**Signal wires on met1**

Drawn at 8 px/µm. Supply wires on this layer in grey.
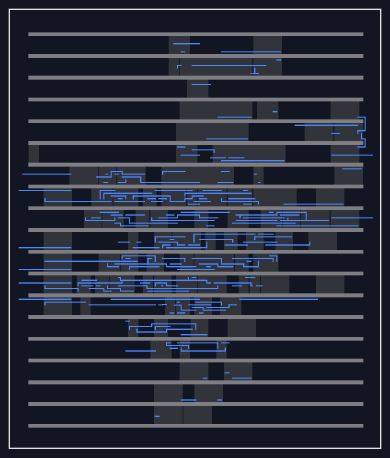
**M2 wires**

Drawn at 8 px/µm.
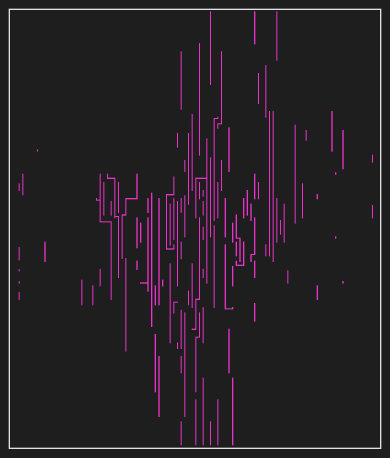
**The metal 3 layer**

Drawn at 10 px/µm.
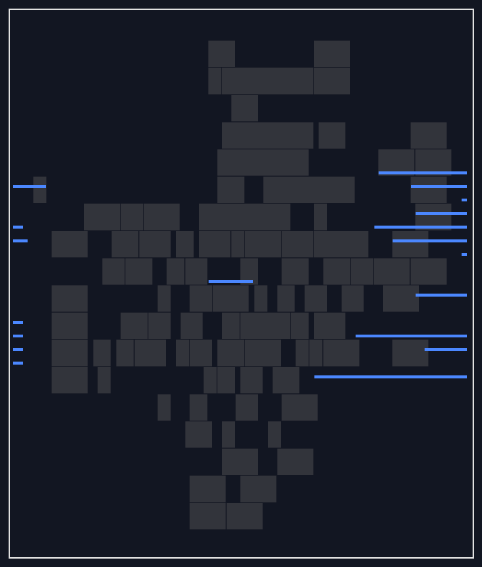
**Track usage over the die**

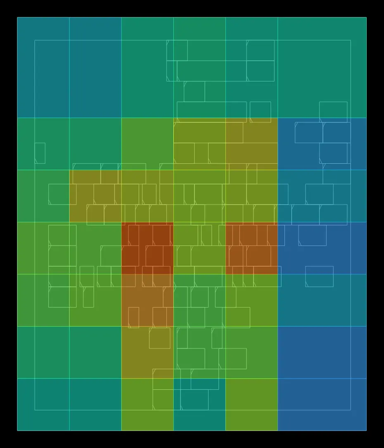
[src/rtl/mc_pkg.sv]
// Shared types and encodings for the multi-cycle RV32 control FSM.
// MC_JAL_EN adds the JAL opcode to the legal set.
package mc_pkg;

    localparam int OPW    = 7;
    localparam int ALUOPW = 2;

    typedef enum logic [3:0] {
        FETCH, DECODE, MEMADR, MEMRD, MEMWB, MEMWR,
        EXEC, EXECI, ALUWB, BRANCH, JAL
    } state_t;

    localparam logic [OPW-1:0] OP_RTYPE  = 7'h33;
    localparam logic [OPW-1:0] OP_LOAD   = 7'h03;
    localparam logic [OPW-1:0] OP_STORE  = 7'h23;
    localparam logic [OPW-1:0] OP_BRANCH = 7'h63;
    localparam logic [OPW-1:0] OP_IMM    = 7'h13;
    localparam logic [OPW-1:0] OP_JAL    = 7'h6F;

    localparam logic [ALUOPW-1:0] ALU_ADD    = 2'b00;
    localparam logic [ALUOPW-1:0] ALU_SUB    = 2'b01;
    localparam logic [ALUOPW-1:0] ALU_FUNCT  = 2'b10;
    localparam logic [ALUOPW-1:0] ALU_IFUNCT = 2'b11;

    localparam logic [1:0] PCS_ALU    = 2'b00;
    localparam logic [1:0] PCS_ALUOUT = 2'b01;
    localparam logic [1:0] PCS_JUMP   = 2'b10;

    localparam logic [1:0] SRCB_RS2  = 2'b00;
    localparam logic [1:0] SRCB_FOUR = 2'b01;
    localparam logic [1:0] SRCB_IMM  = 2'b10;
    localparam logic [1:0] SRCB_BOFF = 2'b11;

    typedef struct packed {
        logic              pcwrite;
        logic              pcwritecond;
        logic              iord;
        logic              memread;
        logic              memwrite;
        logic              irwrite;
        logic              memtoreg;
        logic [1:0]        pcsource;
        logic [ALUOPW-1:0] aluop;
        logic              alusrca;
        logic [1:0]        alusrcb;
        logic              regwrite;
        logic              instr_done;
    } ctrl_t;

    function automatic logic op_legal(input logic [OPW-1:0] op);
        case (op)
            OP_RTYPE, OP_LOAD, OP_STORE, OP_BRANCH, OP_IMM: return 1'b1;
`ifdef MC_JAL_EN
            OP_JAL: return 1'b1;
`endif
            default: return 1'b0;
        endcase
    endfunction

endpackage

[src/rtl/multicycle_control_if.sv]
// Controller <-> datapath signal bundle; master is the control FSM side.
interface multicycle_control_if #(
    parameter int OPW    = 7,
    parameter int ALUOPW = 2
);
    logic [OPW-1:0]    opcode;
    logic              zero;
    logic              mem_ready;
    logic              pcwrite;
    logic              pcwritecond;
    logic              iord;
    logic              memread;
    logic              memwrite;
    logic              irwrite;
    logic              memtoreg;
    logic [1:0]        pcsource;
    logic [ALUOPW-1:0] aluop;
    logic              alusrca;
    logic [1:0]        alusrcb;
    logic              regwrite;
    logic              instr_done;
    logic              illegal;

    modport master (
        input  opcode, zero, mem_ready,
        output pcwrite, pcwritecond, iord, memread, memwrite, irwrite,
               memtoreg, pcsource, aluop, alusrca, alusrcb, regwrite,
               instr_done, illegal
    );

    modport slave (
        output opcode, zero, mem_ready,
        input  pcwrite, pcwritecond, iord, memread, memwrite, irwrite,
               memtoreg, pcsource, aluop, alusrca, alusrcb, regwrite,
               instr_done, illegal
    );
endinterface

[src/rtl/mc_output_decode.sv]
// Moore output decode of the control state; memory-completion strobes are
// qualified by mem_ready. MC_JAL_EN enables the JAL state decode.
module mc_output_decode
    import mc_pkg::*;
(
    input  state_t state,
    input  logic   mem_ready,
    output ctrl_t  ctrl
);

    always_comb begin
        ctrl = '0;
        case (state)
            FETCH: begin
                ctrl.memread = 1'b1;
                ctrl.alusrcb = SRCB_FOUR;
                ctrl.irwrite = mem_ready;
                ctrl.pcwrite = mem_ready;
            end
            DECODE: ctrl.alusrcb = SRCB_BOFF;
            MEMADR: begin
                ctrl.alusrca = 1'b1;
                ctrl.alusrcb = SRCB_IMM;
            end
            MEMRD: begin
                ctrl.memread = 1'b1;
                ctrl.iord    = 1'b1;
            end
            MEMWB: begin
                ctrl.regwrite   = 1'b1;
                ctrl.memtoreg   = 1'b1;
                ctrl.instr_done = 1'b1;
            end
            MEMWR: begin
                ctrl.memwrite   = 1'b1;
                ctrl.iord       = 1'b1;
                ctrl.instr_done = mem_ready;
            end
            EXEC: begin
                ctrl.alusrca = 1'b1;
                ctrl.alusrcb = SRCB_RS2;
                ctrl.aluop   = ALU_FUNCT;
            end
            EXECI: begin
                ctrl.alusrca = 1'b1;
                ctrl.alusrcb = SRCB_IMM;
                ctrl.aluop   = ALU_IFUNCT;
            end
            ALUWB: begin
                ctrl.regwrite   = 1'b1;
                ctrl.instr_done = 1'b1;
            end
            BRANCH: begin
                ctrl.alusrca     = 1'b1;
                ctrl.alusrcb     = SRCB_RS2;
                ctrl.aluop       = ALU_SUB;
                ctrl.pcwritecond = 1'b1;
                ctrl.pcsource    = PCS_ALUOUT;
                ctrl.instr_done  = 1'b1;
            end
`ifdef MC_JAL_EN
            JAL: begin
                ctrl.alusrcb    = SRCB_FOUR;
                ctrl.regwrite   = 1'b1;
                ctrl.pcwrite    = 1'b1;
                ctrl.pcsource   = PCS_JUMP;
                ctrl.instr_done = 1'b1;
            end
`endif
            default: ctrl = '0;
        endcase
    end

endmodule

[src/rtl/multicycle_control.sv]
// Multi-cycle RV32 control FSM: state register, next-state logic and sticky
// illegal-opcode flag. Define MC_JAL_EN to support jal (opcode 0x6F).
module multicycle_control
    import mc_pkg::*;
#(
    parameter int OPW    = mc_pkg::OPW,
    parameter int ALUOPW = mc_pkg::ALUOPW
) (
    input  logic                clk,
    input  logic                rst_n,
    multicycle_control_if.master bus
);

    state_t state, nxt;
    ctrl_t  ctrl;
    logic   illegal_q;
    logic   bad_op;

    assign bad_op = (state == DECODE) && !op_legal(bus.opcode);

    always_ff @(posedge clk or negedge rst_n) begin
        if (!rst_n) begin
            state     <= FETCH;
            illegal_q <= 1'b0;
        end else begin
            state <= nxt;
            if (bad_op) illegal_q <= 1'b1;
        end
    end

    always_comb begin
        nxt = FETCH;
        case (state)
            FETCH:  nxt = bus.mem_ready ? DECODE : FETCH;
            DECODE: begin
                case (bus.opcode)
                    OP_LOAD, OP_STORE: nxt = MEMADR;
                    OP_RTYPE:          nxt = EXEC;
                    OP_IMM:            nxt = EXECI;
                    OP_BRANCH:         nxt = BRANCH;
`ifdef MC_JAL_EN
                    OP_JAL:            nxt = JAL;
`endif
                    default:           nxt = FETCH;
                endcase
            end
            MEMADR: nxt = (bus.opcode == OP_LOAD) ? MEMRD : MEMWR;
            MEMRD:  nxt = bus.mem_ready ? MEMWB : MEMRD;
            MEMWR:  nxt = bus.mem_ready ? FETCH : MEMWR;
            EXEC:   nxt = ALUWB;
            EXECI:  nxt = ALUWB;
            // illegal encodings, and every final step, fall back to FETCH
            default: nxt = FETCH;
        endcase
    end

    mc_output_decode u_dec (
        .state     (state),
        .mem_ready (bus.mem_ready),
        .ctrl      (ctrl)
    );

    assign bus.pcwrite     = ctrl.pcwrite;
    assign bus.pcwritecond = ctrl.pcwritecond;
    assign bus.iord        = ctrl.iord;
    assign bus.memread     = ctrl.memread;
    assign bus.memwrite    = ctrl.memwrite;
    assign bus.irwrite     = ctrl.irwrite;
    assign bus.memtoreg    = ctrl.memtoreg;
    assign bus.pcsource    = ctrl.pcsource;
    assign bus.aluop       = ctrl.aluop;
    assign bus.alusrca     = ctrl.alusrca;
    assign bus.alusrcb     = ctrl.alusrcb;
    assign bus.regwrite    = ctrl.regwrite;
    assign bus.instr_done  = ctrl.instr_done | bad_op;
    assign bus.illegal     = illegal_q;

endmodule
[src/flat_wrapper.sv]
// flat-port wrapper written by rule: the top's interface ports become plain ports
module multicycle_control_flat import mc_pkg::*;
#(
    parameter int OPW    = mc_pkg::OPW,
    parameter int ALUOPW = mc_pkg::ALUOPW
)
  (clk, rst_n, bus_opcode, bus_zero, bus_mem_ready, bus_pcwrite, bus_pcwritecond, bus_iord, bus_memread, bus_memwrite, bus_irwrite, bus_memtoreg, bus_pcsource, bus_aluop, bus_alusrca, bus_alusrcb, bus_regwrite, bus_instr_done, bus_illegal);
  multicycle_control_if #(.OPW(OPW), .ALUOPW(ALUOPW)) bus_i ();
  input  logic clk;
  input  logic rst_n;
  input wire logic [$bits(bus_i.opcode)-1:0] bus_opcode;
  input wire logic [$bits(bus_i.zero)-1:0] bus_zero;
  input wire logic [$bits(bus_i.mem_ready)-1:0] bus_mem_ready;
  output wire logic [$bits(bus_i.pcwrite)-1:0] bus_pcwrite;
  output wire logic [$bits(bus_i.pcwritecond)-1:0] bus_pcwritecond;
  output wire logic [$bits(bus_i.iord)-1:0] bus_iord;
  output wire logic [$bits(bus_i.memread)-1:0] bus_memread;
  output wire logic [$bits(bus_i.memwrite)-1:0] bus_memwrite;
  output wire logic [$bits(bus_i.irwrite)-1:0] bus_irwrite;
  output wire logic [$bits(bus_i.memtoreg)-1:0] bus_memtoreg;
  output wire logic [$bits(bus_i.pcsource)-1:0] bus_pcsource;
  output wire logic [$bits(bus_i.aluop)-1:0] bus_aluop;
  output wire logic [$bits(bus_i.alusrca)-1:0] bus_alusrca;
  output wire logic [$bits(bus_i.alusrcb)-1:0] bus_alusrcb;
  output wire logic [$bits(bus_i.regwrite)-1:0] bus_regwrite;
  output wire logic [$bits(bus_i.instr_done)-1:0] bus_instr_done;
  output wire logic [$bits(bus_i.illegal)-1:0] bus_illegal;
  assign bus_i.opcode = bus_opcode;
  assign bus_i.zero = bus_zero;
  assign bus_i.mem_ready = bus_mem_ready;
  assign bus_pcwrite = bus_i.pcwrite;
  assign bus_pcwritecond = bus_i.pcwritecond;
  assign bus_iord = bus_i.iord;
  assign bus_memread = bus_i.memread;
  assign bus_memwrite = bus_i.memwrite;
  assign bus_irwrite = bus_i.irwrite;
  assign bus_memtoreg = bus_i.memtoreg;
  assign bus_pcsource = bus_i.pcsource;
  assign bus_aluop = bus_i.aluop;
  assign bus_alusrca = bus_i.alusrca;
  assign bus_alusrcb = bus_i.alusrcb;
  assign bus_regwrite = bus_i.regwrite;
  assign bus_instr_done = bus_i.instr_done;
  assign bus_illegal = bus_i.illegal;
  multicycle_control #(.OPW(OPW), .ALUOPW(ALUOPW)) u_core (.clk(clk), .rst_n(rst_n), .bus(bus_i));
endmodule
[config.mk]
export PLATFORM = sky130hd
export DESIGN_NAME = multicycle_control_flat
export DESIGN_NICKNAME = d
export VERILOG_FILES = /design/src/rtl/mc_pkg.sv /design/src/rtl/multicycle_control_if.sv /design/src/rtl/mc_output_decode.sv /design/src/rtl/multicycle_control.sv /design/src/flat_wrapper.sv
export SDC_FILE = /design/constraint.sdc
export NUM_CORES = 1
export LEC_CHECK = 0
export CORE_ASPECT_RATIO = 1.2
export CORE_MARGIN = 2
export CORE_UTILIZATION = 25
export DETAILED_ROUTE_END_ITERATION = 8
export PLACE_DENSITY = 0.65
export SLEW_MARGIN = 20
export SYNTH_ARGS = -nofsm -noshare
export SYNTH_HDL_FRONTEND = slang
export SYNTH_SLANG_ARGS = --single-unit
[constraint.sdc]
create_clock -name clk -period 4.3 [get_ports clk]
set_input_delay 0.645 -clock clk [delete_from_list [all_inputs] [get_ports clk]]
set_output_delay 0.645 -clock clk [all_outputs]
set_load 0.01 [all_outputs]
==> results.sh <==
# physical design summary
export IMPL_area_of_the_mapped_netlist_um2=535.5
export IMPL_firstDrtPassIters=4
export IMPL_place_detailed_hpwl_um=1009
export IMPL_status="complete, no violations"
export IMPL_antenna_found_initial=0
export IMPL_crit_buf_inv=2
export IMPL_warnings=27
export IMPL_setup_viol_count_final=0
export IMPL_pwr_share_comb_pct=31.0
export IMPL_post_route_cell_area_um2=803.3
export IMPL_syn2layout_area_growth_pct=50.00
export IMPL_final_seq_area_um2=125.1
export IMPL_grt_first_pass_wirelength_um=1994
export IMPL_max_flop_register="u_core.state"
export IMPL_cts_root_buffer_cell="sky130_fd_sc_hd__clkbuf_4"
export IMPL_timing_max_slew_rel_slack_pct=41.88
export IMPL_clkCellAreaFrac_pct=3.271
export IMPL_cell_total_after_placement=116
export IMPL_layout_non_clock_buffers=25
export IMPL_ys_flop_type="sky130_fd_sc_hd__dfrtp_1"
-- 'signal wires on met1' (at the start) --
longest straight run: 11.5 µm
nets with wire on the layer: 81
share of all routed wire: 47%
main direction: horizontal
met1 track demand over resource in global routing: 15.48%
routed wire length: 1283 µm

-- 'M2 wires' (at the start) --
share of all routed wire: 46%
wire length on this layer: 595 µm
nets with wire on the layer: 83
main direction: vertical
longest straight run: 18.7 µm

-- 'the metal 3 layer' (at the start) --
share of all routed wire: 6.3%
wire length on this layer: 81.4 µm
longest straight run: 14.9 µm
nets with wire on the layer: 19
main direction: horizontal
vias after detailed routing: 554
M3 GR Usage: 1.320%

-- 'track usage over the die' (at the start) --
utilization of the core after routing: 39.19%
average wire length per cell after detail routing: 10.69 µm
most congested layer reported by global routing: met2
GR Util met2: 15.74%

worst register-to-register path, cell delays in order (launching register included):
cell and delay [ns]:
sky130_fd_sc_hd__dfrtp_1 0.52, sky130_fd_sc_hd__or4b_4 0.63, sky130_fd_sc_hd__nor4b_2 0.27, sky130_fd_sc_hd__a311o_1 0.15
final timing paths:
kind	end	depth (start not counted)
worst max-delay path	bus_instr_done	5
worst max register to register	u_core.state[2]$_DFF_PN0_	3
max in group asynchronous	u_core.state[0]$_DFF_PN0_	1
worst min-delay path	u_core.bus.illegal$_DFFE_PN0P_	1
worst min register to register	u_core.bus.illegal$_DFFE_PN0P_	1
min in group asynchronous	u_core.state[2]$_DFF_PN0_	1
